**config.mk**
```make
export PLATFORM = sky130hd
export DESIGN_NAME = cache_fill_ctrl_flat
export DESIGN_NICKNAME = d
export VERILOG_FILES = /design/src/rtl/cache_fill_ctrl_if.sv /design/src/rtl/cache_fill_ctrl.sv /design/src/flat_wrapper.sv
export SDC_FILE = /design/constraint.sdc
export NUM_CORES = 1
export LEC_CHECK = 0
export CAP_MARGIN = 20
export CORE_ASPECT_RATIO = 0.9
export CORE_MARGIN = 2
export CORE_UTILIZATION = 33
export CTS_BUF_LIST = sky130_fd_sc_hd__clkbuf_8
export DETAILED_ROUTE_END_ITERATION = 10
export PLACE_DENSITY = 0.91
export SKIP_LAST_GASP = 1
export SLEW_MARGIN = 25
export SYNTH_ARGS = -nofsm -noshare
export SYNTH_HDL_FRONTEND = slang
export SYNTH_SLANG_ARGS = --single-unit
```
**constraint.sdc**
```tcl
create_clock -name clk -period 2.1 [get_ports clk]
set_input_delay 0.21 -clock clk [delete_from_list [all_inputs] [get_ports clk]]
set_output_delay 0.21 -clock clk [all_outputs]
set_load 0.005 [all_outputs]
```
**src/rtl/cache_fill_ctrl_if.sv**
```systemverilog
// rtl/cache_fill_ctrl_if.sv - CPU, memory and cache-array signal bundle for cache_fill_ctrl
interface cache_fill_ctrl_if #(
    parameter int ADDR_WIDTH = 32,
    parameter int DATA_WIDTH = 32
);
    logic                  we;
    logic                  re;
    logic                  hit;
    logic [ADDR_WIDTH-1:0] addr;
    logic [DATA_WIDTH-1:0] wdata;
    logic                  stall;
    logic                  mem_req;
    logic [ADDR_WIDTH-1:0] mem_addr;
    logic                  mem_ready;
    logic                  mem_rvalid;
    logic [DATA_WIDTH-1:0] mem_rdata;
    logic                  cache_we;
    logic [ADDR_WIDTH-1:0] cache_waddr;
    logic [DATA_WIDTH-1:0] cache_wdata;
    logic                  cache_set_valid;

    modport master (
        output we, re, hit, addr, wdata, mem_ready, mem_rvalid, mem_rdata,
        input  stall, mem_req, mem_addr, cache_we, cache_waddr, cache_wdata, cache_set_valid
    );

    modport slave (
        input  we, re, hit, addr, wdata, mem_ready, mem_rvalid, mem_rdata,
        output stall, mem_req, mem_addr, cache_we, cache_waddr, cache_wdata, cache_set_valid
    );
endinterface

```
**src/rtl/cache_fill_ctrl.sv**
```systemverilog
// rtl/cache_fill_ctrl.sv - cache miss/line-fill controller; CACHE_FILL_WRITE_ALLOCATE_EN enables write-allocate
module cache_fill_ctrl #(
    parameter int ADDR_WIDTH = 32,
    parameter int DATA_WIDTH = 32,
    parameter int LINE_WORDS = 4
) (
    input  logic            clk,
    input  logic            rst,
    cache_fill_ctrl_if.slave bus
);
    localparam int OFF_W = $clog2(LINE_WORDS);

    typedef enum logic [1:0] {IDLE, REQ, FILL, DONE} state_t;

    state_t                state_q, state_d;
    logic [ADDR_WIDTH-1:0] line_q, line_d;
    logic [OFF_W-1:0]      beat_q, beat_d;
`ifdef CACHE_FILL_WRITE_ALLOCATE_EN
    logic                  pend_q, pend_d;
    logic [DATA_WIDTH-1:0] pdata_q, pdata_d;
    logic [ADDR_WIDTH-1:0] paddr_q, paddr_d;
`endif

    logic                  rd_miss, wr_miss, miss;
    logic                  stall_o, mem_req_o, cache_we_o, set_valid_o;
    logic [ADDR_WIDTH-1:0] mem_addr_o, cache_waddr_o;
    logic [DATA_WIDTH-1:0] cache_wdata_o;

    // we wins over re, so a simultaneous re&we is never a read miss
    assign rd_miss = bus.re & ~bus.we & ~bus.hit;
`ifdef CACHE_FILL_WRITE_ALLOCATE_EN
    assign wr_miss = bus.we & ~bus.hit;
`else
    assign wr_miss = 1'b0;
`endif
    assign miss = rd_miss | wr_miss;

    always_ff @(posedge clk) begin
        if (rst) begin
            state_q <= IDLE;
            beat_q  <= '0;
            line_q  <= '0;
`ifdef CACHE_FILL_WRITE_ALLOCATE_EN
            pend_q  <= 1'b0;
            pdata_q <= '0;
            paddr_q <= '0;
`endif
        end else begin
            state_q <= state_d;
            beat_q  <= beat_d;
            line_q  <= line_d;
`ifdef CACHE_FILL_WRITE_ALLOCATE_EN
            pend_q  <= pend_d;
            pdata_q <= pdata_d;
            paddr_q <= paddr_d;
`endif
        end
    end

    always_comb begin
        state_d       = state_q;
        line_d        = line_q;
        beat_d        = beat_q;
`ifdef CACHE_FILL_WRITE_ALLOCATE_EN
        pend_d        = pend_q;
        pdata_d       = pdata_q;
        paddr_d       = paddr_q;
`endif
        stall_o       = 1'b0;
        mem_req_o     = 1'b0;
        mem_addr_o    = '0;
        cache_we_o    = 1'b0;
        cache_waddr_o = '0;
        cache_wdata_o = '0;
        set_valid_o   = 1'b0;
        case (state_q)
            IDLE: begin
                if (bus.we & bus.hit) begin
                    cache_we_o    = 1'b1;
                    cache_waddr_o = bus.addr;
                    cache_wdata_o = bus.wdata;
                end else if (miss) begin
                    stall_o = 1'b1;
                    line_d  = {bus.addr[ADDR_WIDTH-1:OFF_W], {OFF_W{1'b0}}};
                    state_d = REQ;
`ifdef CACHE_FILL_WRITE_ALLOCATE_EN
                    if (wr_miss) begin
                        pend_d  = 1'b1;
                        pdata_d = bus.wdata;
                        paddr_d = bus.addr;
                    end
`endif
                end
            end
            REQ: begin
                stall_o    = 1'b1;
                mem_req_o  = 1'b1;
                mem_addr_o = line_q;
                if (bus.mem_ready) begin
                    beat_d  = '0;
                    state_d = FILL;
                end
            end
            FILL: begin
                stall_o = 1'b1;
                if (bus.mem_rvalid) begin
                    cache_we_o    = 1'b1;
                    cache_waddr_o = line_q | {{(ADDR_WIDTH-OFF_W){1'b0}}, beat_q};
                    cache_wdata_o = bus.mem_rdata;
                    beat_d        = beat_q + {{(OFF_W-1){1'b0}}, 1'b1};
                    if (beat_q == OFF_W'(LINE_WORDS-1)) begin
                        set_valid_o = 1'b1;
                        state_d     = DONE;
                    end
                end
            end
            DONE: begin
                stall_o = 1'b1;
`ifdef CACHE_FILL_WRITE_ALLOCATE_EN
                // merge the pending CPU word over the freshly fetched line
                if (pend_q) begin
                    cache_we_o    = 1'b1;
                    cache_waddr_o = paddr_q;
                    cache_wdata_o = pdata_q;
                    pend_d        = 1'b0;
                end
`endif
                state_d = IDLE;
            end
            default: state_d = IDLE;
        endcase
        // reset silences every strobe, including a beat arriving in the reset cycle
        if (rst) begin
            stall_o       = 1'b0;
            mem_req_o     = 1'b0;
            mem_addr_o    = '0;
            cache_we_o    = 1'b0;
            cache_waddr_o = '0;
            cache_wdata_o = '0;
            set_valid_o   = 1'b0;
        end
    end

    assign bus.stall           = stall_o;
    assign bus.mem_req         = mem_req_o;
    assign bus.mem_addr        = mem_addr_o;
    assign bus.cache_we        = cache_we_o;
    assign bus.cache_waddr     = cache_waddr_o;
    assign bus.cache_wdata     = cache_wdata_o;
    assign bus.cache_set_valid = set_valid_o;
endmodule

```
**src/flat_wrapper.sv**
```systemverilog
// flat-port wrapper written by rule: the top's interface ports become plain ports
module cache_fill_ctrl_flat 
#(
    parameter int ADDR_WIDTH = 32,
    parameter int DATA_WIDTH = 32,
    parameter int LINE_WORDS = 4
)
  (clk, rst, bus_we, bus_re, bus_hit, bus_addr, bus_wdata, bus_mem_ready, bus_mem_rvalid, bus_mem_rdata, bus_stall, bus_mem_req, bus_mem_addr, bus_cache_we, bus_cache_waddr, bus_cache_wdata, bus_cache_set_valid);
  cache_fill_ctrl_if #(.ADDR_WIDTH(ADDR_WIDTH), .DATA_WIDTH(DATA_WIDTH)) bus_i ();
  input  logic clk;
  input  logic rst;
  input wire logic [$bits(bus_i.we)-1:0] bus_we;
  input wire logic [$bits(bus_i.re)-1:0] bus_re;
  input wire logic [$bits(bus_i.hit)-1:0] bus_hit;
  input wire logic [$bits(bus_i.addr)-1:0] bus_addr;
  input wire logic [$bits(bus_i.wdata)-1:0] bus_wdata;
  input wire logic [$bits(bus_i.mem_ready)-1:0] bus_mem_ready;
  input wire logic [$bits(bus_i.mem_rvalid)-1:0] bus_mem_rvalid;
  input wire logic [$bits(bus_i.mem_rdata)-1:0] bus_mem_rdata;
  output wire logic [$bits(bus_i.stall)-1:0] bus_stall;
  output wire logic [$bits(bus_i.mem_req)-1:0] bus_mem_req;
  output wire logic [$bits(bus_i.mem_addr)-1:0] bus_mem_addr;
  output wire logic [$bits(bus_i.cache_we)-1:0] bus_cache_we;
  output wire logic [$bits(bus_i.cache_waddr)-1:0] bus_cache_waddr;
  output wire logic [$bits(bus_i.cache_wdata)-1:0] bus_cache_wdata;
  output wire logic [$bits(bus_i.cache_set_valid)-1:0] bus_cache_set_valid;
  assign bus_i.we = bus_we;
  assign bus_i.re = bus_re;
  assign bus_i.hit = bus_hit;
  assign bus_i.addr = bus_addr;
  assign bus_i.wdata = bus_wdata;
  assign bus_i.mem_ready = bus_mem_ready;
  assign bus_i.mem_rvalid = bus_mem_rvalid;
  assign bus_i.mem_rdata = bus_mem_rdata;
  assign bus_stall = bus_i.stall;
  assign bus_mem_req = bus_i.mem_req;
  assign bus_mem_addr = bus_i.mem_addr;
  assign bus_cache_we = bus_i.cache_we;
  assign bus_cache_waddr = bus_i.cache_waddr;
  assign bus_cache_wdata = bus_i.cache_wdata;
  assign bus_cache_set_valid = bus_i.cache_set_valid;
  cache_fill_ctrl #(.ADDR_WIDTH(ADDR_WIDTH), .DATA_WIDTH(DATA_WIDTH), .LINE_WORDS(LINE_WORDS)) u_core (.clk(clk), .rst(rst), .bus(bus_i));
endmodule
```
### Where the registers sit

Bar = 20 um.
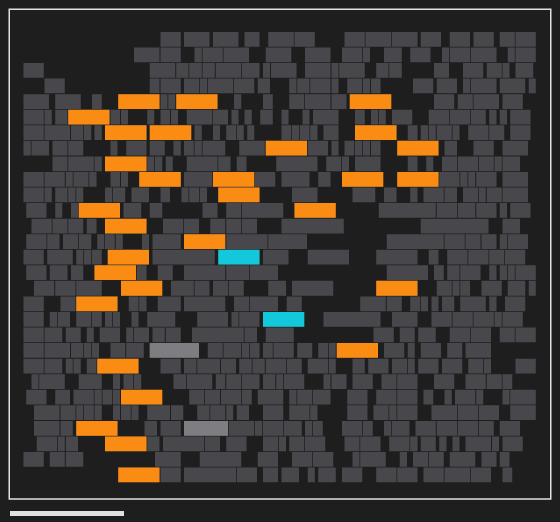
u_core.line_q: marked orange, placed flops 30. u_core.beat_q: marked cyan, placed flops 2.
Final Core Density: 74.0%
P_seq: 0.000729 W
sequential cell area share: 13.1%

### Port wiring

Bar = 20 um.
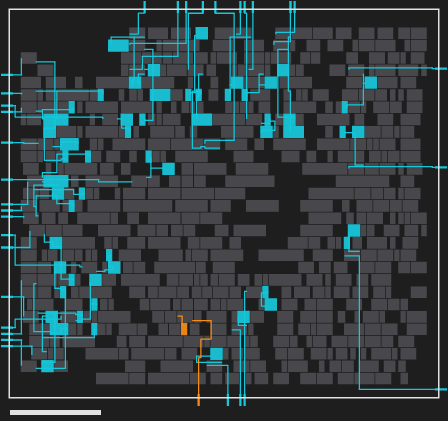
bus_addr: marked cyan, bits 32, direction input, end cells 62, buffers 32, wire 973 um. bus_stall: marked orange, bits 1, direction output, end cells 1, buffers 1, wire 26.4 um.

### Layout detail

Bar = 10 um. Region (11, 9) to (36, 34) um. Cells in grey, sequential cells in the stronger grey; small squares are vias.
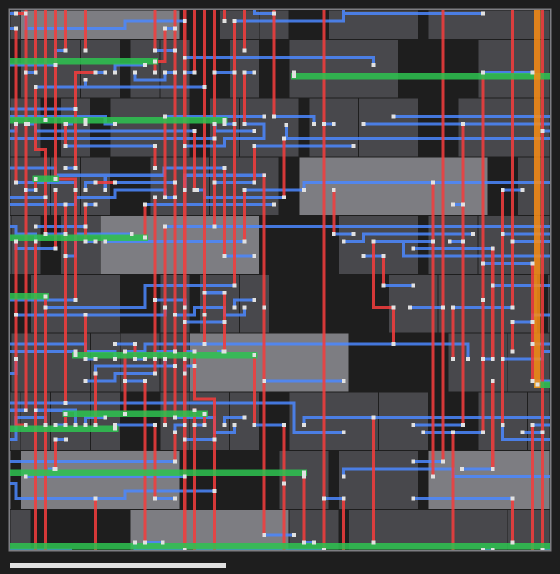
M1: marked blue. M2: marked red. M3: marked green. M4: marked orange.
Most frequent: nand2_1 (14), a21oi_1 (6). 57 logic cells have their middle in the window. Sequential cells in the window: 6. Netlist names of flops here include u_core.line_q (4), u_core.state_q (2).

==> impl_metrics.tcl <==
# flow metrics
set metrics [dict create \
    viasPerCell 5.23 \
    arrival_ps 2130 \
    cpMaxStageDelayCell "clkdlybuf4s50_1" \
    fp.dieW_um 94.4 \
    edf_count 0 \
    grt_usage_pct 27.8 \
    synthArstFlopShare_pct 0 \
    crit_chain "inv_4 > ha_4 > and3_4 > buf_12 > buf_16 > a22oi_1 > nor2_1 > clkdlybuf4s50_1" \
    power.leakage_nw 2.74 \
    setup_viol 30 \
    rsz0062_at_grt "yes" \
    cp-start-kind "flip-flop" \
    ys_warn_count 0 \
    inverters_excl_clock 3 \
    ys_sh_simple_pct 33.1 \
    n_fill_cell 537 \
    outcome "complete, but fails checks" \
    synth_seq_share_pct 28.0 \
    layout.nets 684 \
    violations "negative setup slack" \
    xor_share_pct 0 \
    die_area_sq_mm 0.00806 \
    clock_area_share_pct 2.63 \
    io_buffers 200 \
    row_count 29 \
    layout_setup_ws_ps -237 \
    fin_skew_ps 3.11 \
    crit_path_end "bus_cache_wdata[23]" \
]
==> cells by family (layout without fill, tap and decap cells) <==
logic type | Yosys count | in the layout
compound gates | 99 | 99
fa+ha+maj | 6 | 6
buf+inv | 39 | 255
flops | 34 | 34
mux | 2 | 2
other cells | 1 | 2
simple gates | 178 | 178
==> cell usage in the layout (no fill, tap or decap), types with 2 or more instances in the layout <==
master	count
mux2i_1	2
nor3_1	2
clkdlybuf4s50_1	127
buf_6	7
buf_16	3
buf_12	11
nor2_1	68
ha_4	2
clkbuf_8	5
dlygate4sd2_1	21
a21oi_1	31
dlymetal6s2s_1	41
conb_1	2
clkbuf_2	10
nor2b_1	3
a22oi_1	55
nand2b_1	3
inv_4	2
nor2b_4	2
a22oi_2	9
dfxtp_1	32
nand2_1	61
and2_1	31
ha_1	3
bufinv_16	2
buf_4	21
==> per-stage QoR <==
stage	hold slack [ps]	total power (W)	area, sq um	TNS (ps)
2_1_floorplan	343	0.00127	2430	0
3_3_place_gp	452	0.00189	4600	-47.5
3_5_place_dp	462	0.00192	4600	-1700
4_1_cts	473	0.00305	5120	-11030
5_1_grt	490	0.00321	5240	-6350
6_report	470	0.00307	5240	-3960
==> power groups by stage <==
stage,registers (W),clock network [W],logic [W]
after floorplan,0.000723,0,0.000543
after global placement,0.000730,0,0.00116
after detailed placement,0.000733,0,0.00118
after CTS,0.000722,0.000749,0.00158
after global routing,0.000733,0.000776,0.00170
final,0.000729,0.000737,0.00160
==> layer usage <==
layer	GRT usage (%)	vias to the layer above	share of wire, %
met5	0	-	0
met4	8.70	0	2.7
met3	6.93	28	8.8
met2	50.7	195	51
met1	31.5	1619	38
li1	-	1655	-
==> timing repair <==
action / in CTS / in global routing
cloned: 8 / 0
gates resized: 57 / 79
pin swaps: 1 / 5
setup buffers: 15 / 5
setup endpoints to repair: 97 / 88
Power figures rest on the tool's default switching activity, not on a simulated workload.
